### src/rtl/injection_scheduler.sv
// ---------------------------------------------------------------------------
// injection_scheduler
//
// Sequences packet launches into a single per-router packet injector.
// Requests from a traffic source are queued in a small FIFO. Each launch
// takes the FIFO head and gives it the next sequential packet ID. The block
// then waits for the injector's completion pulse before it launches again.
// A programmable gap separates packets. A watchdog abandons packets that
// never finish.
//
// Handshake: a request transfers on any rising edge where
// req_valid && req_ready. req_ready depends only on FIFO fullness, never on
// req_valid or on a pop in the same cycle. A request whose amount is
// illegal is still consumed, but it is dropped and err_reject is flagged.
//
// Ports
//   CLK              in   clock, all logic on the rising edge
//   RST              in   asynchronous, active-low reset
//   enable           in   launches allowed while high
//   req_valid        in   request present
//   req_ready        out  FIFO can accept (not full)
//   req_dst          in   packet destination
//   req_amount       in   body-flit count
//   gap_cycles       in   idle cycles between finished and next launch
//   inj_start        out  one-cycle launch pulse
//   inj_destination  out  destination, held from launch until finished/abort
//   inj_id           out  packet ID, held likewise
//   inj_flit_amount  out  flit amount, held likewise
//   inj_finished     in   injector completion pulse (ignored outside WAIT)
//   busy             out  high while launching, waiting or in the gap
//   pkt_count        out  packets completed, saturating at 0xFFFF
//   err_reject       out  one-cycle pulse, illegal amount dropped
//   err_timeout      out  one-cycle pulse, watchdog abort
//   dbg_state        out  current FSM state (IDLE=0 LAUNCH=1 WAIT=2 GAP=3)
// ---------------------------------------------------------------------------
module injection_scheduler #(
    parameter int P_DST_WIDTH  = 4,
    parameter int P_ID_WIDTH   = 8,
    parameter int P_AMT_WIDTH  = 4,
    parameter int P_MAX_AMOUNT = 5,
    parameter int P_FIFO_DEPTH = 4,   // power of two, at least 2
    parameter int P_TIMEOUT    = 255
) (
    input  logic                   CLK,
    input  logic                   RST,
    input  logic                   enable,
    input  logic                   req_valid,
    output logic                   req_ready,
    input  logic [P_DST_WIDTH-1:0] req_dst,
    input  logic [P_AMT_WIDTH-1:0] req_amount,
    input  logic [7:0]             gap_cycles,
    output logic                   inj_start,
    output logic [P_DST_WIDTH-1:0] inj_destination,
    output logic [P_ID_WIDTH-1:0]  inj_id,
    output logic [P_AMT_WIDTH-1:0] inj_flit_amount,
    input  logic                   inj_finished,
    output logic                   busy,
    output logic [15:0]            pkt_count,
    output logic                   err_reject,
    output logic                   err_timeout,
    output logic [1:0]             dbg_state
);

    localparam int AW  = $clog2(P_FIFO_DEPTH);
    localparam int PW  = AW + 1;                  // extra wrap bit
    localparam int WDW = $clog2(P_TIMEOUT + 1);
    localparam int EW  = P_DST_WIDTH + P_AMT_WIDTH;

    localparam logic [P_AMT_WIDTH-1:0] MAX_AMT = P_AMT_WIDTH'(P_MAX_AMOUNT);
    // The watchdog is cleared in LAUNCH. It therefore holds k-1 during the
    // k-th WAIT cycle. The abort fires in the P_TIMEOUT-th WAIT cycle.
    localparam logic [WDW-1:0] WD_LAST = WDW'(P_TIMEOUT - 1);

    typedef enum logic [1:0] {
        S_IDLE   = 2'd0,
        S_LAUNCH = 2'd1,
        S_WAIT   = 2'd2,
        S_GAP    = 2'd3
    } state_t;

    state_t                  state;
    logic [P_ID_WIDTH-1:0]   next_id;
    logic [WDW-1:0]          wdog;
    logic [7:0]              gap_cnt;

    // ------------------------------------------------------------------
    // Request FIFO
    // ------------------------------------------------------------------
    logic [EW-1:0]           mem [P_FIFO_DEPTH];
    logic [PW-1:0]           wr_ptr;
    logic [PW-1:0]           rd_ptr;
    logic                    full;
    logic                    empty;
    logic                    accept;
    logic                    amount_ok;
    logic                    push;
    logic                    pop;
    logic [EW-1:0]           head;

    // Same index with a different wrap bit means the writer has lapped the
    // reader. In that case the FIFO is full.
    assign full  = (wr_ptr[AW] != rd_ptr[AW]) &&
                   (wr_ptr[AW-1:0] == rd_ptr[AW-1:0]);
    assign empty = (wr_ptr == rd_ptr);

    assign req_ready = !full;
    assign accept    = req_valid && !full;
    assign amount_ok = (req_amount <= MAX_AMT);
    assign push      = accept && amount_ok;
    assign pop       = (state == S_IDLE) && enable && !empty;
    assign head      = mem[rd_ptr[AW-1:0]];

    // Storage needs no reset. Only the pointers define which entries are valid.
    always_ff @(posedge CLK) begin
        if (push) begin
            mem[wr_ptr[AW-1:0]] <= {req_dst, req_amount};
        end
    end

    always_ff @(posedge CLK or negedge RST) begin
        if (!RST) begin
            wr_ptr     <= '0;
            rd_ptr     <= '0;
            err_reject <= 1'b0;
        end else begin
            if (push) begin
                wr_ptr <= wr_ptr + 1'b1;
            end
            if (pop) begin
                rd_ptr <= rd_ptr + 1'b1;
            end
            err_reject <= accept && !amount_ok;
        end
    end

    // ------------------------------------------------------------------
    // Launch sequencer
    // ------------------------------------------------------------------
    always_ff @(posedge CLK or negedge RST) begin
        if (!RST) begin
            state           <= S_IDLE;
            next_id         <= '0;
            wdog            <= '0;
            gap_cnt         <= '0;
            inj_start       <= 1'b0;
            inj_destination <= '0;
            inj_id          <= '0;
            inj_flit_amount <= '0;
            busy            <= 1'b0;
            pkt_count       <= '0;
            err_timeout     <= 1'b0;
        end else begin
            inj_start   <= 1'b0;
            err_timeout <= 1'b0;
            case (state)
                S_IDLE: begin
                    if (pop) begin
                        inj_destination <= head[EW-1:P_AMT_WIDTH];
                        inj_flit_amount <= head[P_AMT_WIDTH-1:0];
                        inj_id          <= next_id;
                        inj_start       <= 1'b1;  // high for the LAUNCH cycle only
                        busy            <= 1'b1;
                        state           <= S_LAUNCH;
                    end
                end

                S_LAUNCH: begin
                    wdog  <= '0;
                    state <= S_WAIT;
                end

                S_WAIT: begin
                    wdog <= wdog + 1'b1;
                    // Finished takes priority over a coincident timeout.
                    if (inj_finished) begin
                        if (pkt_count != 16'hFFFF) begin
                            pkt_count <= pkt_count + 1'b1;
                        end
                        next_id <= next_id + 1'b1;
                        if (gap_cycles != 8'd0) begin
                            gap_cnt <= gap_cycles;
                            state   <= S_GAP;
                        end else begin
                            busy  <= 1'b0;
                            state <= S_IDLE;
                        end
                    end else if (wdog == WD_LAST) begin
                        // An aborted packet still uses up its ID.
                        err_timeout <= 1'b1;
                        next_id     <= next_id + 1'b1;
                        busy        <= 1'b0;
                        state       <= S_IDLE;
                    end
                end

                S_GAP: begin
                    // gap_cnt was loaded with a non-zero value on entry. GAP
                    // therefore lasts exactly that many cycles.
                    if (gap_cnt == 8'd1) begin
                        busy  <= 1'b0;
                        state <= S_IDLE;
                    end else begin
                        gap_cnt <= gap_cnt - 1'b1;
                    end
                end

                default: begin
                    busy  <= 1'b0;
                    state <= S_IDLE;
                end
            endcase
        end
    end

    assign dbg_state = state;

endmodule

### config.mk
export PLATFORM = sky130hd
export DESIGN_NAME = injection_scheduler
export DESIGN_NICKNAME = d
export VERILOG_FILES = /design/src/rtl/injection_scheduler.sv
export SDC_FILE = /design/constraint.sdc
export NUM_CORES = 1
export LEC_CHECK = 0
export ABC_AREA = 1
export CORE_ASPECT_RATIO = 1.75
export CORE_MARGIN = 4
export CORE_UTILIZATION = 55
export DETAILED_ROUTE_END_ITERATION = 10
export PLACE_DENSITY_LB_ADDON = 0.08
export SYNTH_ARGS = -nofsm -noshare
export SYNTH_HDL_FRONTEND = slang
export SYNTH_SLANG_ARGS = --single-unit
export TNS_END_PERCENT = 1
### constraint.sdc
create_clock -name CLK -period 4.6 [get_ports CLK]
set_input_delay 0.92 -clock CLK [delete_from_list [all_inputs] [get_ports CLK]]
set_output_delay 0.92 -clock CLK [all_outputs]
set_load 0.02 [all_outputs]
==> report_table.html <==
<p>Metrics extracted from the flow reports.</p>
<table>
<tr><th>Metric</th><th>Value</th></tr>
<tr><th colspan="2">Run status</th></tr>
<tr><td>Status</td><td>finished clean</td></tr>
<tr><th colspan="2">Worst setup path</th></tr>
<tr><td>Arrival time at the worst endpoint</td><td>~2.1 ns</td></tr>
<tr><td>Setup CP Type</td><td>register to primary output</td></tr>
<tr><td>Worst r2r path cells</td><td>4</td></tr>
<tr><td>Worst path depth</td><td>3</td></tr>
<tr><td>Register-to-register setup slack</td><td>2.32 ns</td></tr>
<tr><td>Endpoint of the lowest-slack register-to-register path</td><td>mem[3][4]</td></tr>
<tr><th colspan="2">Logic synthesis</th></tr>
<tr><td>Leading cell types by count after synthesis</td><td>113 x nand2_1, 77 x nor2_1, 68 x dfrtp_1</td></tr>
<tr><td>Post-Syn Nets</td><td>roughly 570</td></tr>
<tr><td>Cell accounting for the most synthesized area</td><td>dfrtp_1</td></tr>
<tr><td>Gate Count Post-Synth</td><td>~530</td></tr>
<tr><th colspan="2">Floorplan</th></tr>
<tr><td>I/O pin count</td><td>~60</td></tr>
<tr><td>Vertical die size</td><td>between 100 and 150 µm</td></tr>
<tr><td>Row count</td><td>between 40 and 50</td></tr>
<tr><th colspan="2">GRT</th></tr>
<tr><td>Global-route usage over all layers</td><td>around a fifth</td></tr>
<tr><td>Total grt overflow</td><td>0</td></tr>
<tr><th colspan="2">Drt</th></tr>
<tr><td>Post-route DRC violation count</td><td>0</td></tr>
<tr><td>Remaining number of nets flagged by the antenna check after routing</td><td>0</td></tr>
<tr><td>First-pass detailed-route iteration total</td><td>4</td></tr>
<tr><th colspan="2">CTS</th></tr>
<tr><td>Register clock-pin slew on the reported worst setup and hold paths</td><td>0.07 ns</td></tr>
<tr><td>Post-CTS setup-driven buffer insertion count</td><td>0</td></tr>
<tr><th colspan="2">STA</th></tr>
<tr><td>Final cycle utilization of the critical path</td><td>between 60 and 70%</td></tr>
<tr><td>Final setup viols</td><td>0</td></tr>
<tr><th colspan="2">Place</th></tr>
<tr><td>Global placer's final weighted congestion</td><td>between 0.8 and 0.9</td></tr>
<tr><th colspan="2">Min path</th></tr>
<tr><td>Sink of the worst hold path</td><td>busy</td></tr>
</table>
[power groups by stage]
| stage | logic [µW] | registers [µW] | clock network [µW] |
|---|---|---|---|
| after global placement | 1430 | 1400 | 0 |
| after floorplan | 917 | 1480 | 0 |
| after CTS | 1470 | 1390 | 734 |
| after detailed placement | 1460 | 1410 | 0 |
| final | 1450 | 1390 | 714 |
| after global routing | 1650 | 1430 | 771 |
[cells in the final DEF (no fill, tap or decap), drive strengths merged]
cell,count
edfxtp,32
nand2,120
nand3b,4
and3,2
buf,2
a21oi,9
xor2,19
o21bai,1
o21ai,52
a21boi,1
clkdlybuf4s50,58
inv,59
o22ai,1
clkinv,2
nand4,8
dfrtp,68
nor4,1
clkbuf,10
nor3b,1
ha,16
nor2,84
nor3,8
clkinvlp,4
nand3,21
xnor2,7
a31oi,8
[layout make-up]
type	instances	area (µm²)	area share, %
Clock buffer	10	239	4.08
Clock inverter	6	47.5	0.812
Inverter	59	221	3.78
Multi-Input combinational cell	363	1950	33.3
Sequential cell	100	2660	45.5
Tap cell	117	146	2.50
Timing Repair Buffer	60	593	10.1
[through the flow]
step	hold WS [ns]	instances	setup WS (ns)	util, %
after floorplan	0.472	534	2.53	-
after global placement	0.466	699	1.80	63.8
after detailed placement	0.463	699	1.73	63.8
after CTS	0.482	715	1.56	67.1
after global routing	0.509	715	1.46	67.1
final	0.480	715	1.57	67.1
[tightest hold or removal path, stage by stage (launching register included)]
cell and delay, ns:
dfrtp_1 0.35, nand2_1 0.05, nand2_1 0.05
[flip-flops by register name (all words and copies together), names as in the netlist]
signal	flops
mem	32
pkt_count	16
gap_cnt	8
inj_id	8
next_id	8
wdog	8
inj_destination	4
inj_flit_amount	4
rd_ptr	3
wr_ptr	3
dbg_state	2
busy	1
err_reject	1
err_timeout	1
inj_start	1
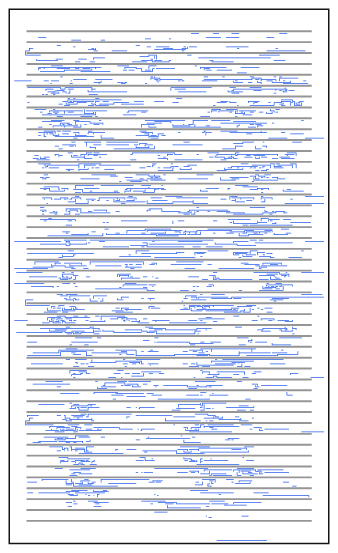
layer_met1.png
Scale: 4 px per µm. Supply wires on this layer in gray.
nets with wire on the layer	563
longest straight run	30.8 µm
wire length on this layer	3960 µm
share of all routed wire	41%
main direction	horizontal
via count: 3637
drt total wl: 9550 µm
met1 Track Usage GR: 23.6%

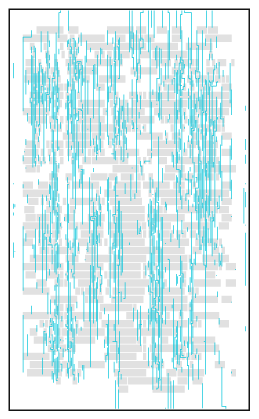
layer_met2.png
Scale: 3 px per µm.
nets with wire on the layer	498
main direction	vertical
longest straight run	47.3 µm

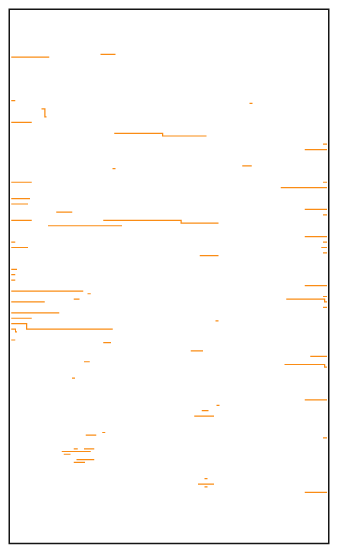
layer_met3.png
Scale: 4 px per µm.
nets with wire on the layer	55
longest straight run	21.4 µm
wire length on this layer	312 µm
share of all routed wire	3.3%
main direction	horizontal

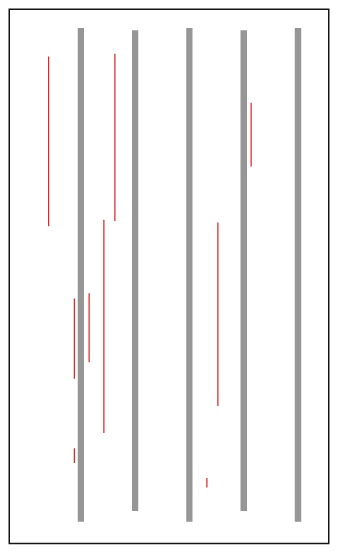
layer_met4.png
Scale: 4 px per µm. Supply wires on this layer in gray.
nets with wire on the layer	7
share of all routed wire	2.5%
longest straight run	53.0 µm
wire length on this layer	240 µm

